## src/rtl/fetch_sequencer_pkg.sv

```systemverilog
// Shared constants, NPCOP codes, state encoding and slot type for the fetch sequencer.
package fetch_sequencer_pkg;

    localparam logic [31:0] RESET_PC   = 32'h0000_3000;
    localparam logic [31:0] EXC_VECTOR = 32'h0000_4180;
    localparam logic [31:0] IMEM_BASE  = 32'h0000_3000;
    localparam logic [31:0] IMEM_SIZE  = 32'h0000_4000;

    localparam logic [3:0] NPC_NORMAL = 4'd0;
    localparam logic [3:0] NPC_BRANCH = 4'd1;
    localparam logic [3:0] NPC_JIMM   = 4'd2;
    localparam logic [3:0] NPC_JREG   = 4'd3;

    typedef enum logic [2:0] {
        StBoot,
        StFetch,
        StFull,
        StDrain,
        StHalt
    } fetch_state_e;

    // One fetched-but-undelivered instruction (IF/ID bundle or skid entry).
    typedef struct packed {
        logic        valid;
        logic [31:0] pc;
        logic [31:0] instr;
        logic        adel;
    } fetch_slot_t;

    // Word aligned and inside [IMEM_BASE, IMEM_BASE+IMEM_SIZE); the subtraction wraps
    // addresses below the base to large values so one compare covers both bounds.
    function automatic logic pc_is_legal(input logic [31:0] pc);
        logic [31:0] offset;
        offset = pc - IMEM_BASE;
        return (pc[1:0] == 2'b00) && (offset < IMEM_SIZE);
    endfunction

endpackage

```

## src/rtl/npc_target_calc.sv

```systemverilog
// Branch/jump target calculation from the datapath NPCOP encoding.
module npc_target_calc
    import fetch_sequencer_pkg::*;
(
    input  logic [3:0]  npc_op_i,
    input  logic [31:0] redirect_pc_i,
    input  logic [31:0] jump_i,
    output logic [31:0] target_o
);

    logic [31:0] seq_pc;

    assign seq_pc = redirect_pc_i + 32'd4;

    // Select the target; unknown op codes fall through as sequential.
    always_comb begin
        target_o = seq_pc;
        case (npc_op_i)
            NPC_BRANCH: target_o = seq_pc + {jump_i[29:0], 2'b00};
            NPC_JIMM:   target_o = {redirect_pc_i[31:28], jump_i[25:0], 2'b00};
            NPC_JREG:   target_o = jump_i;
            default:    target_o = seq_pc;
        endcase
    end

endmodule

```

## src/rtl/fetch_sequencer.sv

```systemverilog
// Fetch PC owner: imem handshake, one-entry skid, prioritised redirects, IF/ID bundle.
module fetch_sequencer
    import fetch_sequencer_pkg::*;
(
    input  logic        clk,
    input  logic        reset_n,
    output logic        imem_req,
    output logic [31:0] imem_addr,
    input  logic        imem_ready,
    input  logic [31:0] imem_rdata,
    input  logic        if_stall,
    input  logic        redirect_valid,
    input  logic [3:0]  npc_op,
    input  logic [31:0] redirect_pc,
    input  logic [31:0] jump,
    input  logic        exc_req,
    input  logic        eret_req,
    input  logic [31:0] epc,
    output logic        if_valid,
    output logic [31:0] if_pc,
    output logic [31:0] if_instr,
    output logic        if_adel
);

    fetch_state_e state_q, state_d;
    logic [31:0]  pc_q, pc_d;
    logic [31:0]  hold_addr_q, hold_addr_d;  // address of the request being drained
    logic         keep_q, keep_d;            // drained response is a delay slot to deliver
    fetch_slot_t  if_q, if_d;
    fetch_slot_t  skid_q, skid_d;

    logic [31:0]  br_target, ds_pc, redir_target;
    logic         take_br, any_redir, kill_all;
    logic         pc_legal, fetching, outstanding, slot_free;
    fetch_slot_t  arr, held, skid_s;

    npc_target_calc u_npc_target_calc (
        .npc_op_i      (npc_op),
        .redirect_pc_i (redirect_pc),
        .jump_i        (jump),
        .target_o      (br_target)
    );

    assign kill_all     = exc_req | eret_req;
    assign take_br      = redirect_valid & ~kill_all;
    assign any_redir    = kill_all | redirect_valid;
    assign ds_pc        = redirect_pc + 32'd4;
    assign redir_target = exc_req ? EXC_VECTOR : (eret_req ? epc : br_target);

    assign pc_legal    = pc_is_legal(pc_q);
    assign fetching    = (state_q == StFetch) && pc_legal;
    assign imem_req    = fetching || (state_q == StDrain);
    assign imem_addr   = (state_q == StDrain) ? hold_addr_q : pc_q;
    assign outstanding = imem_req && !imem_ready;
    assign slot_free   = !(if_q.valid && if_stall);

    assign if_valid = if_q.valid;
    assign if_pc    = if_q.pc;
    assign if_instr = if_q.instr;
    assign if_adel  = if_q.adel;

    // Filter the held bundle, skid and arrival through the redirect, then pack them
    // in program order into IF/ID and skid; also compute pc and next state.
    always_comb begin
        arr = '0;
        if (imem_ready && (fetching || (state_q == StDrain && keep_q))) begin
            arr = '{valid: 1'b1, pc: imem_addr, instr: imem_rdata, adel: 1'b0};
        end else if (state_q == StFetch && !pc_legal && slot_free && !any_redir) begin
            arr = '{valid: 1'b1, pc: pc_q, instr: 32'd0, adel: 1'b1};
        end
        arr.valid = arr.valid && !kill_all && (!take_br || arr.pc == ds_pc);

        held        = if_q;
        held.valid  = if_q.valid && if_stall && !kill_all && (!take_br || if_q.pc == ds_pc);
        skid_s       = skid_q;
        skid_s.valid = skid_q.valid && !kill_all && (!take_br || skid_q.pc == ds_pc);

        if_d         = if_q;
        if_d.valid   = 1'b0;
        skid_d       = skid_q;
        skid_d.valid = 1'b0;
        if (held.valid) begin
            if_d   = held;
            skid_d = skid_s.valid ? skid_s : arr;
        end else if (skid_s.valid) begin
            if_d   = skid_s;
            skid_d = arr;
        end else if (arr.valid) begin
            if_d = arr;
        end

        pc_d        = pc_q;
        state_d     = state_q;
        hold_addr_d = hold_addr_q;
        keep_d      = keep_q;
        if (any_redir) begin
            pc_d = redir_target;
            if (outstanding) begin
                state_d     = StDrain;
                hold_addr_d = imem_addr;
                keep_d      = take_br && (imem_addr == ds_pc) && (fetching || keep_q);
            end else begin
                state_d = StFetch;
            end
        end else begin
            unique case (state_q)
                StBoot:  state_d = StFetch;
                StFetch: begin
                    if (fetching && imem_ready) begin
                        pc_d = pc_q + 32'd4;
                    end else if (arr.valid && arr.adel) begin
                        state_d = StHalt;
                    end
                end
                StDrain: if (imem_ready) state_d = StFetch;
                default: ;
            endcase
        end
        if (skid_d.valid) begin
            state_d = StFull;
        end else if (state_q == StFull && !any_redir) begin
            state_d = StFetch;
        end
    end

    // State, pc, drain bookkeeping and bundle registers.
    always_ff @(posedge clk or negedge reset_n) begin
        if (!reset_n) begin
            state_q     <= StBoot;
            pc_q        <= RESET_PC;
            hold_addr_q <= RESET_PC;
            keep_q      <= 1'b0;
            if_q        <= '0;
            skid_q      <= '0;
        end else begin
            state_q     <= state_d;
            pc_q        <= pc_d;
            hold_addr_q <= hold_addr_d;
            keep_q      <= keep_d;
            if_q        <= if_d;
            skid_q      <= skid_d;
        end
    end

endmodule

```

## config.mk

```make
export PLATFORM = sky130hd
export DESIGN_NAME = fetch_sequencer
export DESIGN_NICKNAME = d
export VERILOG_FILES = /design/src/rtl/fetch_sequencer_pkg.sv /design/src/rtl/npc_target_calc.sv /design/src/rtl/fetch_sequencer.sv
export SDC_FILE = /design/constraint.sdc
export NUM_CORES = 1
export LEC_CHECK = 0
export CAP_MARGIN = 20
export CELL_PAD_IN_SITES_DETAIL_PLACEMENT = 1
export CELL_PAD_IN_SITES_GLOBAL_PLACEMENT = 1
export CORE_ASPECT_RATIO = 1.25
export CORE_MARGIN = 1
export CORE_UTILIZATION = 38
export CTS_CLUSTER_SIZE = 30
export DETAILED_ROUTE_END_ITERATION = 8
export GPL_TIMING_DRIVEN = 0
export PLACE_DENSITY_LB_ADDON = 0.1
export RECOVER_POWER = 25
export SETUP_SLACK_MARGIN = 0.2
export SLEW_MARGIN = 0
export SYNTH_ARGS = -nofsm -noshare
export SYNTH_HDL_FRONTEND = slang
export SYNTH_HIERARCHICAL = 1
export SYNTH_SLANG_ARGS = --single-unit
export TNS_END_PERCENT = 100
```

## constraint.sdc

```tcl
create_clock -name clk -period 3.8 [get_ports clk]
set_input_delay 0.38 -clock clk [delete_from_list [all_inputs] [get_ports clk]]
set_output_delay 0.38 -clock clk [all_outputs]
set_load 0.01 [all_outputs]
```

==> images/layer_met1.png <==
Scale: 2 px per um.
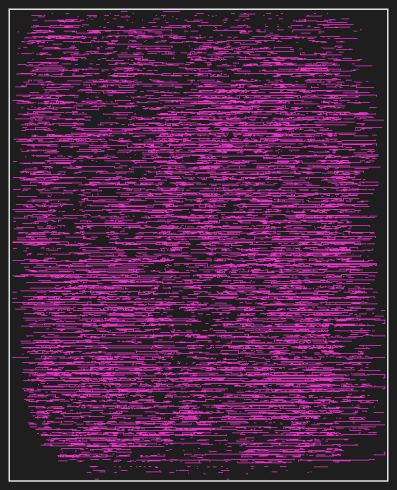
longest straight run	75.4 um
main direction	horizontal
share of all routed wire	37%
met1 Use GR: 42.5%
Routed WL: 83,500 um
via count: 18,100

==> images/sizes.png <==
Scale: 1.5 px per um.
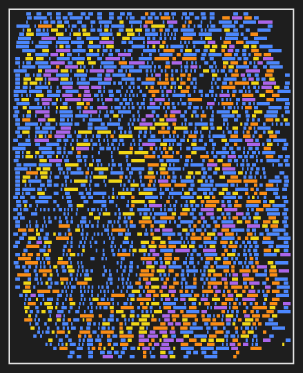
color	size	cells	most used
blue	_0 and _1 cells	1,616	clkdlybuf4s50_1
orange	_3 and _4 cells	334	buf_4
purple	_6 and larger	143	buf_6
yellow	_2 cells	279	mux2_2
number of non-clock buffers: 528
Final Instance Area: 25,100 um2
area grow syn2layout: 52.1%
final setup margin: -0.575 ns

==> images/congestion.png <==
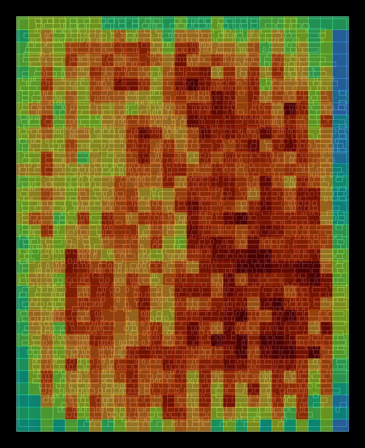
met3 Use GR: 6.02%
Final Util: 58.5%

==> images/detail.png <==
Window x 35 to 60, y 164 to 189 um. Cells in gray, sequential cells in the stronger gray; small squares are vias.
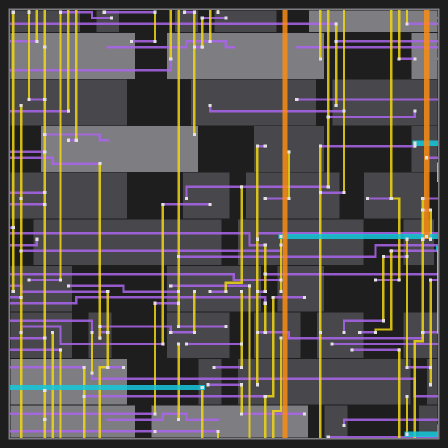
color	layer
purple	metal 1
yellow	metal 2
cyan	metal 3
orange	metal 4
netlist names of flops here include	skid_q (4), if_instr (2)
most frequent	dfrtp_1 (6), buf_12 (5), buf_4 (3)
cells with their middle in the window	30
sequential cells in the window	6

==> images/placement_by_type.png <==
Scale: 1.5 px per um.
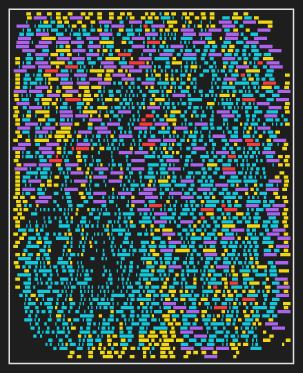
color	class	cells
purple	sequential cells	200
red	clock drivers and dummy loads	32
yellow	remaining buffers and delay cells	528
cyan	combinational and other logic	1,612
flop share of the area: 20.0%
site row count: 85
core box area: 43,000 um2

==> impl_metrics.csv <==
group,metric,value,unit
outcome,violations,"max-capacitance violations, max-slew violations, negative setup slack",
clock_network,htreeDepth,4,
global_route,grt_max_degree,112,
logic_synthesis,synth_seq_share,30.3,%
setup_path,crit_path_max_fanout,10,
placement,hpwlAfterDp,59500,um
setup_path,endpoint_kind,"flop",
logic_synthesis,synth_area_leader_cell,"dfrtp_1",
placement,numPortBuffers,236,
clock_network,cts_tree,"built",
clock_network,cts_buffers,17,
run,warning_count,36,
route,drtIter0Drc,1273,
logic_synthesis,synth-async-reset-ratio,100,%
setup_path,arrival,4.74,ns
route,postRouteAntennaNets,0,
timing,min_period,4.37,ns
global_route,grt_pass1_wl,122000,um
global_route,antenna_found_initial,5,
power_and_ir_drop,p_leak,11.1,nW
final_layout,fill_cells,4715,
timing,fin_hold_ws,0.467,ns
placement,dp_cells,2724,
logic_synthesis,ys.flop_type,"dfrtp_1",
logic_synthesis,synth_area,16500,um2
logic_synthesis,synth-edff-count,0,
logic_synthesis,ys_cells,1921,
logic_synthesis,postSynthAreaPerCell,8.60,um2
logic_synthesis,synth_cell_types,90,
worst_hold_path,min_path_type,"input port to flop",
route,wl_per_cell,28.4,um
timing,setup_ws,-0.575,ns
final_layout,layout.cells.non_filler,2940,
timing,skew,0.0171,ns
clock_network,cts_root_buf,"clkbuf_16",
power_and_ir_drop,ir_drop,0.000414,V
power_and_ir_drop,power.total,7.36,mW
logic_synthesis,postSynthCellCount,1921,
placement,dp_slack,-3.20,ns
logic_synthesis,top_cell_area_share,29.7,%
route,dr.pass1.iters,5,
global_route,grt_overflow,0,
route,avgViaCountPerCell,6.17,
final_layout,drive_gt1_share,31.9,%
floorplan,io_pins,238,
timing,fmax,229,MHz
run,cap_violations,1,
outcome,outcome,"finished, violations left",
clock_network,worstSkewPairLatency,0.50,ns
timing,fin_setup_tns,-38.45,ns
logic_synthesis,fp_nets,2097,
logic_synthesis,top_cells_by_count,"nand2_1, dfrtp_1, nor2_1",
logic_synthesis,top_cell,"nand2_1",
setup_path,crit_type,"flop to flop",
placement,gp_congestion,1.00,
floorplan,dieArea,44300,um2
floorplan,fp.dieW,189,um
timing,worstMarginPinSlew,2.50,ns
timing,slew_headroom,-66.4,%
global_route,grt_pass1_vias,19100,
power_and_ir_drop,power.density,293,nW/um2
floorplan,fp_util,38.5,%
clock_network,clock-sinks,200,
timing,drv_slew,91,
clock_network,clk_path_buf_depth,2,
placement,post_dp_cell_area,20200,um2
timing,hold_viol,0,
setup_path,startpoint_type,"flop",
setup_path,required,4.17,ns
route,drc,0,
final_layout,nets,2535,
global_route,track_usage,36.7,%
timing,rsz0062_at_grt,"true",
logic_synthesis,topCellsByArea,"dfrtp_1, mux2_2, xnor2_1",
timing,finalSetupViolCount,124,
logic_synthesis,ys_chip_area,16500,um2
-- flip-flops by register name, summed over array words and instances, names as in the netlist --
register / cells
skid_q: 66
hold_addr_q: 32
if_instr: 32
if_pc: 32
pc_q: 32
state_q: 3
if_adel: 1
if_valid: 1
keep_q: 1
-- final cells by class --
class | instances | area (um2) | area share [%]
multi-input combinational | 1531 | 13100 | 52.2
sequential | 200 | 5030 | 20.0
timing repair buffer | 419 | 4340 | 17.3
buffer | 109 | 998 | 3.97
tap | 565 | 707 | 2.81
clock buffer | 17 | 425 | 1.69
inverter | 81 | 304 | 1.21
clock inverter | 15 | 199 | 0.791
antenna | 3 | 7.51 | 0.0299
-- cells by family after synthesis --
family                     after synthesis  share of synthesized area [%]
muxes                                  215                           13.9
AOI/OAI and AO/OA                      444                           17.9
and+or+nand+nor                        648                           19.6
DFF                                    200                           30.3
buffers and inverters                  190                           4.72
xor gates and xnor gates               187                           10.7
adders and majority gates               37                           2.85
-- power breakdown --
group | switching [mW] | internal (mW)
sequential | 0.265 | 2.41
clock | 1.03 | 1.01
combinational | 1.41 | 1.23
-- critical path: stages, from the launching register on --
cell and delay [ns]:
dfrtp_2 0.45, and3b_2 0.25, buf_12 0.16, and2_4 0.14
clkbuf_8 0.15, buf_8 0.15, a22o_4 0.28, xor2_4 0.21
o2111ai_4 0.16, or4_4 0.52, or4_4 0.58, o41a_1 0.48
nor4_4 0.19, buf_6 0.23, buf_12 0.13, buf_16 0.11
a221oi_2 0.05
-- path summary, 6_finish.rpt --
| path | from | endpoint | slack, ns | depth (start not counted) |
|---|---|---|---|---|
| hold / removal | imem_rdata[27] | if_instr[27] | 0.47 | 3 |
| hold reg to reg | hold_addr_q[19] | hold_addr_q[19] | 0.50 | 2 |
| min in group asynchronous | reset_n | skid_q[61] | 1.16 | 2 |
| setup reg to reg | state_q[1] | if_instr[31] | -0.57 | 16 |
| max in group asynchronous | reset_n | pc_q[27] | 0.53 | 3 |
| setup / recovery | state_q[1] | if_instr[31] | -0.57 | 16 |
-- timing repair --
action / in CTS / in global routing
endpoints found under the hold margin: 81 / 0
setup buffers: 111 / 54
hold buffers: 1 / 0
setup endpoints to repair: 173 / 163
pin swaps: 72 / 86
cloned: 13 / 2
resized: 557 / 176
-- placed cells by master (no fill, tap or decap), types with 18 or more instances in the layout --
cell type,count
a21oi_2,32
nand4_1,46
mux2_4,61
mux2i_1,77
o21ai_0,74
a21oi_1,83
buf_4,134
nor2b_1,19
clkdlybuf4s50_1,202
dfrtp_1,180
ha_1,20
a221oi_2,32
inv_1,80
clkbuf_1,34
xnor2_1,84
buf_6,37
a31oi_1,25
clkbuf_16,20
o22ai_1,19
buf_12,31
nor3_1,20
buf_8,22
and3_1,18
nand2_1,189
nor2_1,137
mux2_2,60
xor2_1,55
xnor2_2,22
nand3_1,42
-- routing by layer --
| layer | up-vias | GRT usage [%] | routed length (um) |
|---|---|---|---|
| li1 | 7902 | - | - |
| met1 | 9156 | 42.5 | 31300 |
| met2 | 778 | 61.0 | 40200 |
| met3 | 303 | 6.02 | 4920 |
| met4 | 4 | 27.2 | 7060 |
| met5 | - | 0 | 23 |
Power figures rest on the tool's default switching activity, not on a simulated workload.
